Run 1, routing congestion map:
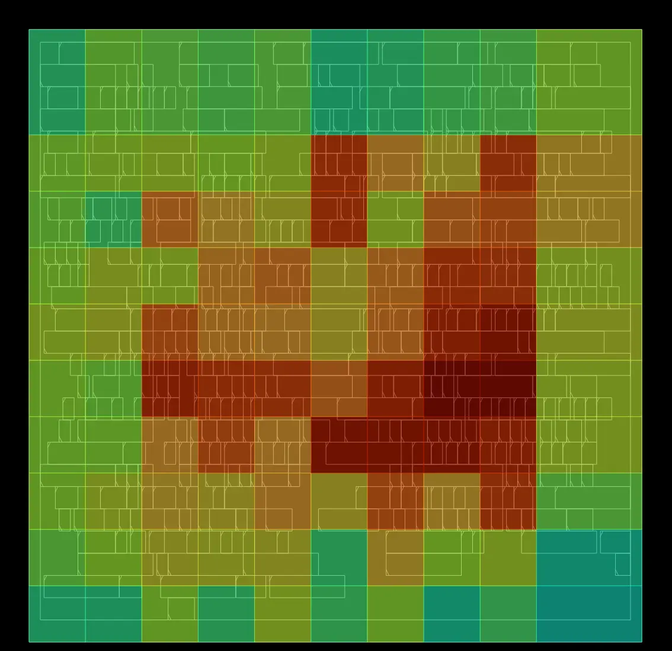
Run 1, cell area per tile:
Scale: 4 px per um. The die is cut into 7 by 7 equal tiles; dark blue is low, red is high, 0 to 100% covered.
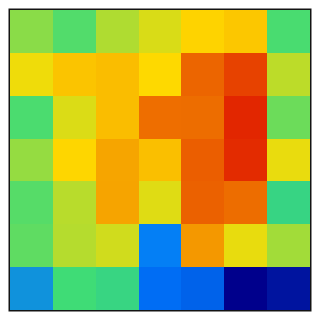
Run 1, clock distribution:
Scale: 4 px per um.
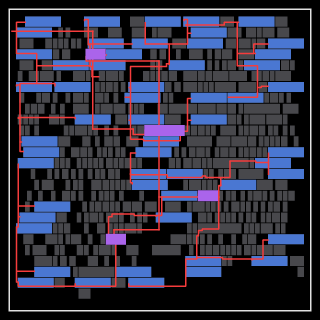
**src/rtl/debounce_pkg.sv**
```systemverilog
// debounce_pkg
//   Shared definitions for the button debouncer:
//   - deb_state_e   : per-channel qualification FSM states
//   - deb_cnt_width : width of the stable-sample counter for a given cycle count
package debounce_pkg;

  typedef enum logic [1:0] {
    ST_LOW       = 2'd0,
    ST_QUAL_HIGH = 2'd1,
    ST_HIGH      = 2'd2,
    ST_QUAL_LOW  = 2'd3
  } deb_state_e;

  // Counter must hold the value DEBOUNCE_CYCLES itself; never narrower than 1 bit.
  function automatic int deb_cnt_width(input int cycles);
    int w;
    w = (cycles < 1) ? 1 : $clog2(cycles + 1);
    if (w < 1) w = 1;
    return w;
  endfunction

endpackage

```
**src/rtl/debounce_channel.sv**
```systemverilog
// debounce_channel
//   One channel of the debouncer: SYNC_STAGES-flop synchroniser, four-state
//   qualification FSM and a saturating stable-sample counter.
// Ports
//   clk        in   clock
//   reset_n    in   asynchronous active-low reset
//   raw_in     in   asynchronous pin (active high)
//   level_out  out  debounced level
//   rise_pulse out  1-cycle pulse on accepted 0->1
//   fall_pulse out  1-cycle pulse on accepted 1->0
//   busy       out  a candidate change is being qualified
module debounce_channel
  import debounce_pkg::*;
#(
  parameter int SYNC_STAGES     = 2,
  parameter int DEBOUNCE_CYCLES = 8
) (
  input  logic clk,
  input  logic reset_n,
  input  logic raw_in,
  output logic level_out,
  output logic rise_pulse,
  output logic fall_pulse,
  output logic busy
);

  localparam int              CW      = deb_cnt_width(DEBOUNCE_CYCLES);
  localparam logic [CW-1:0]   CNT_MAX = CW'(DEBOUNCE_CYCLES);
  localparam logic [CW-1:0]   CNT_ONE = CW'(1);

  logic [SYNC_STAGES-1:0] r_sync;
  logic                   w_sync;

  deb_state_e    r_state, w_state_next;
  logic [CW-1:0] r_cnt, w_cnt_next, w_cnt_inc;
  logic          r_rise, r_fall, w_rise_next, w_fall_next;

  // Synchroniser: shift towards the MSB, the MSB is the usable sample.
  always_ff @(posedge clk or negedge reset_n) begin
    if (!reset_n) begin
      r_sync <= '0;
    end else begin
      r_sync <= {r_sync[SYNC_STAGES-2:0], raw_in};
    end
  end

  assign w_sync = r_sync[SYNC_STAGES-1];

  // Saturating increment so the counter can never wrap back to an early value.
  assign w_cnt_inc = (r_cnt == CNT_MAX) ? r_cnt : r_cnt + CNT_ONE;

  always_ff @(posedge clk or negedge reset_n) begin
    if (!reset_n) begin
      r_state <= ST_LOW;
      r_cnt   <= '0;
      r_rise  <= 1'b0;
      r_fall  <= 1'b0;
    end else begin
      r_state <= w_state_next;
      r_cnt   <= w_cnt_next;
      r_rise  <= w_rise_next;
      r_fall  <= w_fall_next;
    end
  end

  // The counter holds the number of consecutive differing samples seen so far.
  // A change is accepted on the edge that takes in the DEBOUNCE_CYCLES-th such
  // sample, so with a single required sample the first differing sample in a
  // stable state already completes the qualification.
  always_comb begin
    w_state_next = r_state;
    w_cnt_next   = r_cnt;
    w_rise_next  = 1'b0;
    w_fall_next  = 1'b0;
    case (r_state)
      ST_LOW: begin
        w_cnt_next = '0;
        if (w_sync) begin
          if (CNT_ONE >= CNT_MAX) begin
            w_state_next = ST_HIGH;
            w_rise_next  = 1'b1;
          end else begin
            w_state_next = ST_QUAL_HIGH;
            w_cnt_next   = CNT_ONE;
          end
        end
      end
      ST_QUAL_HIGH: begin
        if (!w_sync) begin
          w_state_next = ST_LOW;
          w_cnt_next   = '0;
        end else if (w_cnt_inc >= CNT_MAX) begin
          w_state_next = ST_HIGH;
          w_cnt_next   = '0;
          w_rise_next  = 1'b1;
        end else begin
          w_cnt_next = w_cnt_inc;
        end
      end
      ST_HIGH: begin
        w_cnt_next = '0;
        if (!w_sync) begin
          if (CNT_ONE >= CNT_MAX) begin
            w_state_next = ST_LOW;
            w_fall_next  = 1'b1;
          end else begin
            w_state_next = ST_QUAL_LOW;
            w_cnt_next   = CNT_ONE;
          end
        end
      end
      ST_QUAL_LOW: begin
        if (w_sync) begin
          w_state_next = ST_HIGH;
          w_cnt_next   = '0;
        end else if (w_cnt_inc >= CNT_MAX) begin
          w_state_next = ST_LOW;
          w_cnt_next   = '0;
          w_fall_next  = 1'b1;
        end else begin
          w_cnt_next = w_cnt_inc;
        end
      end
      default: begin
        w_state_next = ST_LOW;
        w_cnt_next   = '0;
      end
    endcase
  end

  // The accepted level is implied by the state: high while high or while
  // qualifying a fall.
  assign level_out  = (r_state == ST_HIGH) || (r_state == ST_QUAL_LOW);
  assign busy       = (r_state == ST_QUAL_HIGH) || (r_state == ST_QUAL_LOW);
  assign rise_pulse = r_rise;
  assign fall_pulse = r_fall;

endmodule

```
**src/rtl/button_debounce.sv**
```systemverilog
// button_debounce
//   Multi-channel synchroniser/debouncer for board buttons and switches.
//   Each channel is an independent debounce_channel instance.
// Ports
//   clk        in   clock, all logic in this domain
//   reset_n    in   asynchronous active-low reset
//   raw_in     in   NUM_INPUTS asynchronous pins, active high
//   level_out  out  NUM_INPUTS debounced levels
//   rise_pulse out  NUM_INPUTS 1-cycle pulses on accepted 0->1
//   fall_pulse out  NUM_INPUTS 1-cycle pulses on accepted 1->0
//   busy       out  NUM_INPUTS channel qualifying a candidate change
module button_debounce
  import debounce_pkg::*;
#(
  parameter int NUM_INPUTS      = 2,
  parameter int SYNC_STAGES     = 2,
  parameter int DEBOUNCE_CYCLES = 2_000_000
) (
  input  logic                  clk,
  input  logic                  reset_n,
  input  logic [NUM_INPUTS-1:0] raw_in,
  output logic [NUM_INPUTS-1:0] level_out,
  output logic [NUM_INPUTS-1:0] rise_pulse,
  output logic [NUM_INPUTS-1:0] fall_pulse,
  output logic [NUM_INPUTS-1:0] busy
);

  if (SYNC_STAGES < 2) begin : g_bad_sync
    $fatal(1, "button_debounce: SYNC_STAGES must be >= 2");
  end
  if (DEBOUNCE_CYCLES < 1) begin : g_bad_cycles
    $fatal(1, "button_debounce: DEBOUNCE_CYCLES must be >= 1");
  end

  for (genvar gi = 0; gi < NUM_INPUTS; gi++) begin : g_ch
    debounce_channel #(
      .SYNC_STAGES     (SYNC_STAGES),
      .DEBOUNCE_CYCLES (DEBOUNCE_CYCLES)
    ) u_ch (
      .clk        (clk),
      .reset_n    (reset_n),
      .raw_in     (raw_in[gi]),
      .level_out  (level_out[gi]),
      .rise_pulse (rise_pulse[gi]),
      .fall_pulse (fall_pulse[gi]),
      .busy       (busy[gi])
    );
  end

endmodule

```
**config.mk**
```make
export PLATFORM = sky130hd
export DESIGN_NAME = button_debounce
export DESIGN_NICKNAME = d
export VERILOG_FILES = /design/src/rtl/debounce_pkg.sv /design/src/rtl/debounce_channel.sv /design/src/rtl/button_debounce.sv
export SDC_FILE = /design/constraint.sdc
export NUM_CORES = 1
export LEC_CHECK = 0
export ABC_AREA = 1
export CORE_UTILIZATION = 60
export DETAILED_ROUTE_END_ITERATION = 7
export GPL_ROUTABILITY_DRIVEN = 0
export PLACE_DENSITY = 0.79
export SLEW_MARGIN = 20
export SYNTH_ARGS = -nofsm -noshare
export SYNTH_HDL_FRONTEND = slang
export SYNTH_SLANG_ARGS = --single-unit
export TNS_END_PERCENT = 10
```
**constraint.sdc**
```tcl
create_clock -name clk -period 2.1 [get_ports clk]
set_input_delay 0.315 -clock clk [delete_from_list [all_inputs] [get_ports clk]]
set_output_delay 0.315 -clock clk [all_outputs]
set_load 0.005 [all_outputs]
```
==> impl_metrics.toml, run 1 <==
# physical design summary
[finish]
fin_cells = 529
nonClkBufAreaFrac = 0.08469
antennaDiodeCount = 0
layout.nets = 466
largest_class = "multi-input combinational cells"
logic_area_um2 = 1703
design_area_um2 = 3752
seq_share = 0.3601
layout_top_cells = "121 x nand2_1, 67 x nor2_1, 54 x dfrtp_1, 47 x inv_1, 26 x nand3_1"
seqCellArea_um2 = 1351
inverters = 48
num-fill-cells = 401
nClkBuffers = 5
logic_gates = 319
clk_share = 0.03001
comb_area_frac = 0.4538
final_common_cell = "nand2_1"
n_all_buffers = 30
drive_gt1_frac = 0.1612
seq_cells = 54
area_growth_pct = 17.38

[worst_setup_path]
cpMaxStageDelayCell = "dfrtp_1"
crit_path_frequent_cell = "nand3_4"
crit_required_ps = 2340
worstSetupPathType = "reg2reg"
path_cells = "ha_2 > nand2_2 > nor2_4 > nand3_4 > o21bai_2 > nand2_1 > nor2_1 > nand3_2 > nand3_4 > nand2_4 > buf_12 > nor3b_2"
cpPeakStageDelay_ps = 410
endpoint_kind = "flop"
critPathLaunchType = "flop"
arrival_ps = 2460
path_max_fanout = 5

[synth]
yosys-stat-cells = 437
ys_types = 31
avgSynthCellArea_um2 = 7.315
ys.flops = 54
syn-num-nets = 445
ys_chip_area_um2 = 3197
netlist_area_um2 = 3197
yosysWarnings = 0
synthCells = 437
postSynthSeqShare = 0.4227

[floorplanning]
die_w_um = 75.00
io_pins = 12
num_tap_cells = 70
die-height_um = 75.00
row_count = 26
chip_area_um2 = 5624

[routing]
drt_iter0_markers = 217
vias = 2912
drc_errors = 0
postRouteAntennaNets = 0
viasPerCell = 5.505
drt_wl_total_um = 7351
dr.pass1.iters = 5
wire_per_inst_um = 13.90

[grt]
track_usage = 0.2640
grt_max_degree = 32
grt_pass1_wl_um = 11140
first_global_vias = 2676
grt_overflow_total = 0
antenna_found_initial = 0

[place]
place.port_buffers = 11
placedCellCount = 508
post_dp_cell_area_um2 = 3347
dp_hpwl_um = 4938

[min_path]
hp-class = "reg2reg"

[timing]
hold_violations = 0
relSlewSlack = 0.6007
setup_viol = 20
whs_ps = 356.1
tightest_slew_ps = 599.0
fin_crit_ps = 2216
drv_slew = 0
fin_ws_ps = -116.5
rsz0062_at_grt = "yes"
fin_crit_sh = 1.055
max_freq_mhz = 451.2

[clock_network]
cts_root_buf = "clkbuf_8"
cts.clk_slew.worst_paths_ps = 100
htreeDepth = 2
clock-sinks = 54
cts_buffer_depth = 2
cts_made_buffers = 5
cts_tree = "built"

[pwr]
p_per_area_nw_per_um2 = 519.5
p_leak_nw = 1.575
power_mw = 1.949
ir_worst_vdd_mv = 0.4699

[flow_run]
log.warning_count = 29
max_cap_violations = 0

[run_status]
violations = "setup timing"
status = "finished with violations"
About 'routing congestion map':
gr busiest metal: met2
Final Core Density: 0.7347

About 'cell area per tile':
The emptiest ninth of the die: bottom right. 2.0% of the tiles are nearly empty. The mean over all tiles is 65%. The fullest tile reaches 96%. 41% of the tiles are over 75% full.
core area: 5107 um2
Pre-Place Util: 0.6259

About 'clock distribution':
Key: purple = cells driving clock nets [count 5]; blue = flip-flops [count 54]; red = clock wires [length 648 um]
There are 6 routed clock nets.
Final Skew: 8.859 ps
Clk network pwr share: 0.367
Worst-Skew Late Latency: 310 ps

[run 1: through the flow]
step	setup slack [ps]	TNS, ps
2_1_floorplan	231.3	0
3_3_place_gp	41.14	0
3_5_place_dp	-55.11	-803.6
4_1_cts	0.07017	0
5_1_grt	-312.4	-9262
6_report	-116.5	-1528
[run 1: sequential cells by signal (all words and copies together) (netlist names), named ones only]
register / count
g_ch.u_ch.r_cnt: 42
g_ch.u_ch.r_sync: 4
g_ch.u_ch.fall_pulse: 2
g_ch.u_ch.r_state: 2
g_ch.u_ch.rise_pulse: 2
[run 1: worst max-delay path: cells and delay by family (launching register included)]
family | cells | cell delay (ps)
adder cells (fa/ha/maj) | 1 | 220
buffers and inverters | 1 | 160
AND-OR/OR-AND | 1 | 200
flip-flops | 1 | 410
AND/OR/NAND/NOR | 9 | 1150
[run 1: synthesized netlist by cell type]
master	number	area (um2)
buf_6	2	22.52
o21bai_1	1	7.510
inv_1	47	176.4
or2_2	2	12.51
o21bai_2	1	11.26
nand3_1	28	140.1
clkinv_1	1	3.750
nor3_1	6	30.03
nor2_1	80	300.3
xor2_1	17	148.9
nor4_1	2	12.51
nand4_1	13	81.33
mux2i_1	1	10.01
nand3_2	3	30.03
o21ai_0	1	5.000
clkbuf_1	4	15.01
dfrtp_1	54	1351
nand2_2	2	12.51
buf_4	10	75.07
nor3_2	1	10.01
a21oi_1	14	70.07
ha_1	4	50.05
nor2_2	5	31.28
nand2_1	122	457.9
nand3b_1	3	22.52
a21boi_0	1	7.510
xnor2_1	1	8.760
o21ai_1	4	20.02
nor3b_2	1	12.51
nor2_4	3	33.78
a21oi_2	3	26.28
[run 1: metal layers]
metal  track usage  vias to the layer above  wire (um)
met5             0                        -          0
met4        0.1405                        0        348
met3       0.04819                       43        412
met2        0.4775                      118       3748
met1        0.2947                     1349       2841
li1              -                     1402          -
[run 1: kinds of logic after synthesis]
group           share of synthesized area
fa+ha+maj                         0.01566
mux                              0.003131
xor+xnor                          0.04931
simple gates                       0.3714
compound gates                    0.04619
flops                              0.4227
buf+inv                           0.09158
[run 1: final timing paths]
path / startpoint / end / slack, ps / depth (start not counted)
worst max-delay path: g_ch[0].u_ch.r_cnt[0] / g_ch[0].u_ch.r_cnt[2] / -120 / 12
worst min-delay path: g_ch[0].u_ch.r_sync[0] / g_ch[0].u_ch.r_sync[1] / 360 / 0
worst max register to register: g_ch[0].u_ch.r_cnt[0] / g_ch[0].u_ch.r_cnt[2] / -120 / 12
worst min register to register: g_ch[0].u_ch.r_sync[0] / g_ch[0].u_ch.r_sync[1] / 360 / 0
max in group asynchronous: reset_n / g_ch[0].u_ch.r_sync[0] / 990 / 3
min in group asynchronous: reset_n / g_ch[0].u_ch.r_cnt[13] / 530 / 2
[run 1: timing repair]
item                       CTS  global route
resized                      2            37
hold buffers                 1             0
setup endpoints to repair   42            50
hold endpoints to repair    23             0
cloned                       0             2
setup buffers                7             3
pin swaps                    1             4
[run 1: power breakdown]
part	internal [mW]	leakage, nW	switching [mW]
Clock	0.358	0.0585	0.357
Sequential	1.05	0.737	0.0160
Combinational	0.0732	0.779	0.0899
Run 1, nets reached from selected ports:
Scale: 4 px per um.
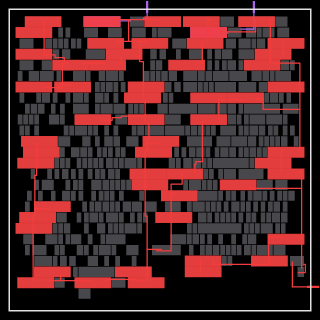

--- run 2 (diff from run 1) ---
- clock period: 2.1 -> 2.33 ns (I/O delays scaled with it)
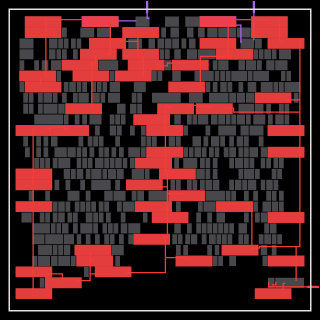
Run 2: nets reached from selected ports
Scale: 4 px per um.
Key: red = reset_n [bits 1, direction input, edge right, end cells 54, buffers 2, wire 390 um]; purple = fall_pulse [bits 2, direction output, edge top, end cells 2, buffers 2, wire 20.3 um]
IO buf count: 11
I/O pins: 12

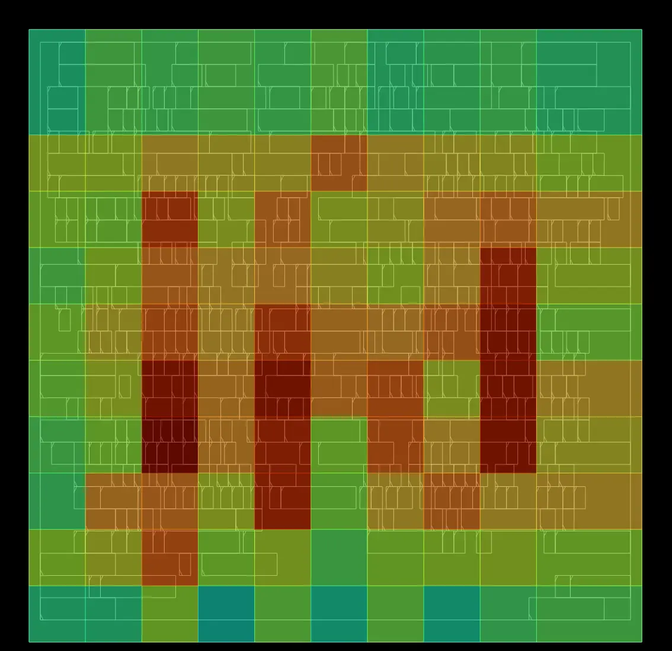
Run 2: routing congestion map
met3 GRT Util: 0.06024
routing usage on met1: 0.2694
wire per inst: 12.86 um

==> run 2 against run 1 <==
Critical path type unchanged. Combinational power fell by 28%. Final cell count fell by 1.9%. The run ends with hold timing left. Total power is 16% lower. Core utilization fell by 5.2 points.
==> impl_metrics.toml, run 2 <==
# physical design summary
[run_status]
status = "finished with violations"
violations = "hold timing"

[clock_network]
ctsHoldBuffers = 0
clock-sinks = 54
htreeDepth = 2
cts_buffer_depth = 2
cts.clk_slew.worst_paths_ps = 100
cts_made_buffers = 5
cts_tree = "built"
cts_root_buf = "clkbuf_8"

[floorplanning]
die-height_um = 75.00
chip_area_um2 = 5624
core_um2 = 5107
die_w_um = 75.00
fp_util = 0.6259
row_count = 26

[finish]
layout.nets = 456
final_common_cell = "nand2_1"
layout_top_cells = "121 x nand2_1, 78 x nor2_1, 54 x dfrtp_1, 47 x inv_1, 28 x nand3_1"
area_growth_pct = 9.002
design_area_um2 = 3485
reg.largest.list = "g_ch.u_ch.r_cnt: 42 flops, g_ch.u_ch.r_sync: 4 flops"
largest_register_ffs = 42
postLayoutCoreUtil = 0.6823
drive_gt1_frac = 0.09354
antennaDiodeCount = 0
regMostFlops = "g_ch.u_ch.r_cnt"

[synth]
postSynth.asyncResetShare = 1.000
ys_types = 31
ys.flops = 54
yosysTopAreaCellShare = 0.4227
yosys-stat-cells = 437
synthCells = 437
edf_count = 0
yosys.area.top_type = "dfrtp_1"
syn-num-nets = 445
ys_dominant_reg_cell = "dfrtp_1"
top_cell = "nand2_1"
area_leaders = "dfrtp_1 42%, nand2_1 14%, nor2_1 9.4%"
netlist_area_um2 = 3197
yosysWarnings = 0
yosys-top-cells-count = "122 x nand2_1, 80 x nor2_1, 54 x dfrtp_1"
ys_chip_area_um2 = 3197
postSynthSeqShare = 0.4227
avgSynthCellArea_um2 = 7.315

[routing]
drt_iter0_markers = 95
drt_wl_total_um = 6676
viasPerCell = 5.276
vias = 2738
dr.pass1.iters = 5
postRouteAntennaNets = 0
drc_errors = 0

[grt]
grt_pass1_wl_um = 10960
grt_overflow_total = 0
track_usage = 0.2597
antenna_found_initial = 0
grt_max_degree = 55
first_global_vias = 2657

[pwr]
ir_worst_vdd_mv = 0.4247
p_per_area_nw_per_um2 = 470.7
p_leak_nw = 1.478
power_mw = 1.640

[timing]
fin_crit_ps = 2174
hold_violations = 1
tightest_slew_ps = 495.9
whs_ps = -3.864
fin_crit_sh = 0.9332
max_freq_mhz = 459.9
relSlewSlack = 0.6664
drv_slew = 0
setup_viol = 0

[worst_setup_path]
worstSetupPathType = "reg2reg"
worstReg2RegStart = "g_ch[0].u_ch.r_cnt[0]"
endpoint_kind = "flop"
arrival_ps = 2380
startpoint = "g_ch[0].u_ch.r_cnt[0]"
path_max_fanout = 20
critPathLaunchType = "flop"
crit_required_ps = 2530

[min_path]
hp-class = "in2async"

[place]
post_dp_cell_area_um2 = 3344
dp_hpwl_um = 4833

[flow_run]
max_cap_violations = 0
log.warning_count = 28
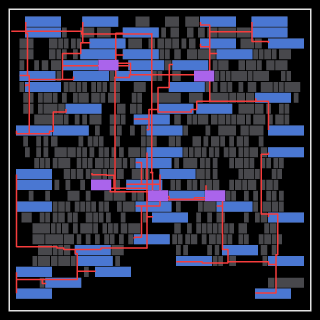
Run 2: clock distribution
Scale: 4 px per um.
Key: purple = cells driving clock nets [count 5]; red = clock wires [length 689 um]; blue = flip-flops [count 54]
There are 6 routed clock nets.
P_clk: 0.558 mW
Worst-Skew Late Latency: 320 ps
Clk network pwr share: 0.340
Final Skew: 8.836 ps

-- run 2: netlist changes by cell type in the layout (fill, tap and decap cells not counted), moves of 4 or more --
cell	previous run	this run
a21oi_1	10	14
nor2_2	12	7
buf_4	12	6
nor2_4	9	3
nor2_1	67	78
a21oi_2	7	3
-- run 2: repair_timing --
action,4_1_cts,5_1_grt
resized,0,3
buffers inserted,0,5
setup endpoints to repair,0,21
-- run 2: worst max-delay path, cell delays in order (launching register included) --
cell and delay [ps]:
dfrtp_1 400, ha_1 210, nand2_2 100, nor2_4 200, nand2_2 130, nor2_2 120
nand4_1 120, nand2_1 100, nand2_1 60, nor2_1 140, nand3_2 140, nand2_2 110
buf_12 160, a21oi_1 70
-- run 2: final timing paths --
| kind | slack [ps] | to | cells past startpoint |
|---|---|---|---|
| worst max-delay path | 160 | g_ch[0].u_ch.r_cnt[9] | 13 |
| worst min-delay path | -4 | g_ch[0].u_ch.r_cnt[9] | 2 |
| worst max register to register | 160 | g_ch[0].u_ch.r_cnt[9] | 13 |
| worst min register to register | 360 | g_ch[0].u_ch.r_sync[1] | 0 |
| max in group asynchronous | 2080 | g_ch[1].u_ch.r_cnt[14] | 2 |
| min in group clk | 360 | g_ch[0].u_ch.r_sync[1] | 0 |
-- run 2: logic make-up after synthesis --
family          Yosys count  share of synthesized area
buf+inv                  64                    0.09158
simple gates            271                     0.3714
fa+ha+maj                 4                    0.01566
flops                    54                     0.4227
mux                       1                   0.003131
compound gates           25                    0.04619
xor+xnor                 18                    0.04931
-- run 2: final cells by class --
type / count / area (um2)
Clock buffer: 6 / 82.58
Clock inverter: 2 / 12.51
Fill cell: 425 / 1623
Inverter: 48 / 180.2
Multi-Input combinational cell: 319 / 1560
Sequential cell: 54 / 1351
Tap cell: 70 / 87.58
Timing Repair Buffer: 20 / 210.2
-- run 2: per-stage QoR --
stage               setup TNS (ps)  cells  setup WS [ps]
floorplan                        0    437          461.3
detailed placement               0    506          141.2
finish                           0    519          155.7
global route                -4.433    519         -2.799
CTS                              0    514          127.2
global placement                 0    506          207.4
-- run 2: where the power goes --
part / total, mW / internal (mW) / switching (mW)
Clock: 0.558 / 0.240 / 0.319
Combinational: 0.118 / 0.0476 / 0.0703
Sequential: 0.964 / 0.951 / 0.0135
-- run 2: per-layer routing --
layer	track usage	vias up	share of wire	wire [um]
li1	-	1385	-	-
met1	0.2694	1289	0.42	2802
met2	0.4975	47	0.52	3476
met3	0.06024	17	0.030	200
met4	0.1090	0	0.030	197
met5	0	-	0	0
Run 2, metal 4:
Scale: 4 px per um. Supply wires on this layer in grey.
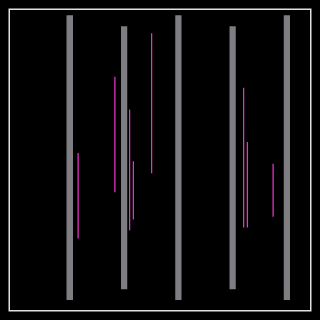

--- run 3 (diff from run 2) ---
- CTS_CLUSTER_SIZE: not set -> 20
- MAX_ROUTING_LAYER: not set -> met4
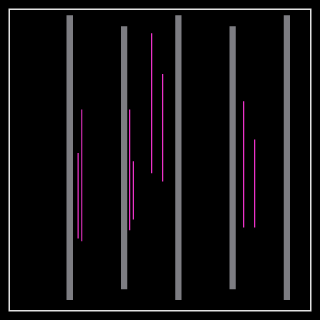
Run 3: metal 4
Scale: 4 px per um. Supply wires on this layer in grey.
The longest straight run is 34.7 um. The layer holds 3.2% of the routed length. The wires run mostly vertical.
final wirelength: 6651 um
Via Count: 2775

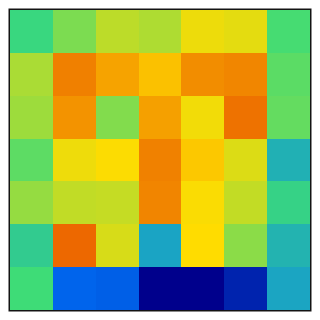
Run 3: cell area per tile
Scale: 4 px per um. The die is cut into 7 by 7 equal tiles; dark blue is low, red is high, 0 to 100% covered.
25% of the tiles are over 75% full. The fullest tile reaches 88%. The mean over all tiles is 60%. 4.1% of the tiles are nearly empty.
Final Core Density: 0.6823

==> run 3 against run 2 <==
Synthesized cell count is the same. Area after synthesis stayed put. Clock power decreased by 0.7%. Count of clock-buffer cells in the layout is the same. Critical path depth shrank 1. Largest power group unchanged. Clock skew up 1.8 ps. Non-clock buffer count stayed put. The run still ends with hold timing left. Register-to-register slack about the same.
==> impl_metrics.toml, run 3 <==
# physical design summary
[finish]
antennaDiodeCount = 0
area_growth_pct = 9.002
final_common_cell = "nand2_1"
regMostFlops = "g_ch.u_ch.r_cnt"
largest_register_ffs = 42
layout_top_cells = "121 x nand2_1, 78 x nor2_1, 54 x dfrtp_1, 47 x inv_1, 28 x nand3_1"
design_area_um2 = 3485
layout.nets = 456

[floorplanning]
io_pins = 12
chip_area_um2 = 5624
row_count = 26
core_um2 = 5107
die_w_um = 75.00
die-height_um = 75.00
fp_util = 0.6259

[grt]
grt_pass1_wl_um = 10960
antenna_found_initial = 0
grt_overflow_total = 0
gr-usage-met1 = 0.2712
grt_max_degree = 55
use_met2 = 0.4965
use_met3 = 0.06024
grt_busiest_layer = "met2"
track_usage = 0.2683

[flow_run]
max_cap_violations = 0
log.warning_count = 28

[clock_network]
cts_made_buffers = 5
cts_root_buf = "clkbuf_8"
cts_buffer_depth = 2
clock-sinks = 54
htreeDepth = 2
ctsHoldBuffers = 0

[worst_setup_path]
path_cells = "ha_1 > nand2_2 > nor2_4 > nand2_2 > o21ai_1 > nand2_1 > nor2_1 > nand3_1 > nand3_2 > nand2_2 > buf_12 > a21oi_1"
endpoint_kind = "flop"
path_max_fanout = 20
crit_path_frequent_cell = "nand2_2"
crit_required_ps = 2560
cpMaxStageDelayCell = "dfrtp_1"
cpPeakStageDelay_ps = 400
worstSetupPathType = "reg2reg"
critPathLaunchType = "flop"

[routing]
viasPerCell = 5.347
postRouteAntennaNets = 0
drc_errors = 0
dr.pass1.iters = 5
wire_per_inst_um = 12.82
drt_iter0_markers = 101

[run_status]
violations = "hold timing"
status = "finished with violations"

[timing]
fin_crit_ps = 2168
drv_slew = 0
relSlewSlack = 0.6663
hold_violations = 1
whs_ps = -3.187
fin_tns_setup_ps = 0
fin_ws_ps = 161.7
fin_crit_sh = 0.9306

[synth]
ys_types = 31
area_leaders = "dfrtp_1 42%, nand2_1 14%, nor2_1 9.4%"
postSynth.asyncResetShare = 1.000
netlist_area_um2 = 3197
yosys.area.top_type = "dfrtp_1"
yosys-top-cells-count = "122 x nand2_1, 80 x nor2_1, 54 x dfrtp_1"
synthCells = 437
avgSynthCellArea_um2 = 7.315
yosys-stat-cells = 437
edf_count = 0
ys_dominant_reg_cell = "dfrtp_1"
postSynthSeqShare = 0.4227
syn-num-nets = 445
top_cell = "nand2_1"
ys_chip_area_um2 = 3197
ys.flops = 54

[min_path]
hp-class = "in2async"

[pwr]
ir_worst_vdd_mv = 0.4231
p_leak_nw = 1.478
p_per_area_nw_per_um2 = 469.6

[place]
post_dp_cell_area_um2 = 3344
dp_hpwl_um = 4833
place.port_buffers = 11
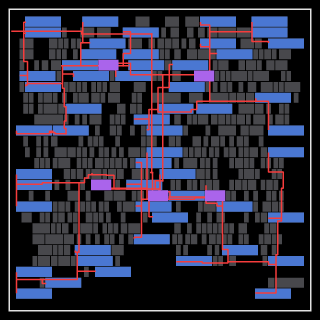
Run 3: clock distribution
Scale: 4 px per um.
Key: red = clock wires [length 668 um]; blue = flip-flops [count 54]; purple = cells driving clock nets [count 5]
There are 6 routed clock nets. Position of the flops: all over the die.
Worst-Skew Late Latency: 310 ps
Final Skew: 10.62 ps
Clk network pwr share: 0.339
P_clk: 0.554 mW

run 3: cell counts after synthesis:
No cell type changed its count.
run 3: cells by family (layout without fill, tap and decap cells):
| kind of cell | count (synthesis) | count (layout) | share of synthesized area |
|---|---|---|---|
| xor+xnor | 18 | 18 | 0.04931 |
| simple gates | 271 | 271 | 0.3714 |
| fa+ha+maj | 4 | 4 | 0.01566 |
| buf+inv | 64 | 76 | 0.09158 |
| flops | 54 | 54 | 0.4227 |
| mux | 1 | 1 | 0.003131 |
| compound gates | 25 | 25 | 0.04619 |
run 3: layer usage:
layer  vias to the layer above  wire length (um)
li1                       1382                 -
met1                      1310              2714
met2                        65              3487
met3                        18               237
met4                         0               212
met5                         -                 0
run 3: where the power goes:
part | leakage (nW) | internal (mW) | switching (mW)
clock | 0.0472 | 0.240 | 0.315
sequential | 0.737 | 0.951 | 0.0136
combinational | 0.694 | 0.0476 | 0.0703
run 3: through the flow:
| stage | hold WS (ps) | total power, mW | cells |
|---|---|---|---|
| 5_1_grt | 25.86 | 1.693 | 519 |
| 3_5_place_dp | 337.1 | 1.099 | 506 |
| 2_1_floorplan | 53.91 | 1.050 | 437 |
| 6_report | -3.187 | 1.636 | 519 |
| 4_1_cts | 15.55 | 1.647 | 514 |
| 3_3_place_gp | 336.7 | 1.095 | 506 |
run 3: layout make-up:
type | instances | area [um2]
Fill cell | 425 | 1623
Clock inverter | 2 | 12.51
Clock buffer | 6 | 82.58
Multi-Input combinational cell | 319 | 1560
Sequential cell | 54 | 1351
Tap cell | 70 | 87.58
Timing Repair Buffer | 20 | 210.2
Inverter | 48 | 180.2
run 3: critical path: cells and delay by family (launching register included):
family                   cells  cell delay [ps]
AND-OR/OR-AND                2              350
adder cells (fa/ha/maj)      1              210
buffers and inverters        1              160
flip-flops                   1              400
AND/OR/NAND/NOR              8              960
run 3: what timing repair did:
| item | CTS | global route |
|---|---|---|
| gates resized | 0 | 3 |
| setup buffers | 0 | 5 |
| endpoints found under the setup margin | 0 | 21 |
| hold endpoints to repair | 0 | 0 |
run 3: final timing paths:
path	from	end	slack, ps	cells past startpoint
min reg2reg	g_ch[0].u_ch.r_sync[0]	g_ch[0].u_ch.r_sync[1]	360	0
min in group clk	g_ch[0].u_ch.r_sync[0]	g_ch[0].u_ch.r_sync[1]	360	0
min	reset_n	g_ch[0].u_ch.r_cnt[9]	-3	2
max in group asynchronous	reset_n	g_ch[1].u_ch.r_cnt[18]	2070	2
max	g_ch[0].u_ch.r_cnt[0]	g_ch[0].u_ch.r_cnt[9]	160	12
max reg2reg	g_ch[0].u_ch.r_cnt[0]	g_ch[0].u_ch.r_cnt[9]	160	12
Power figures rest on the tool's default switching activity, not on a simulated workload.
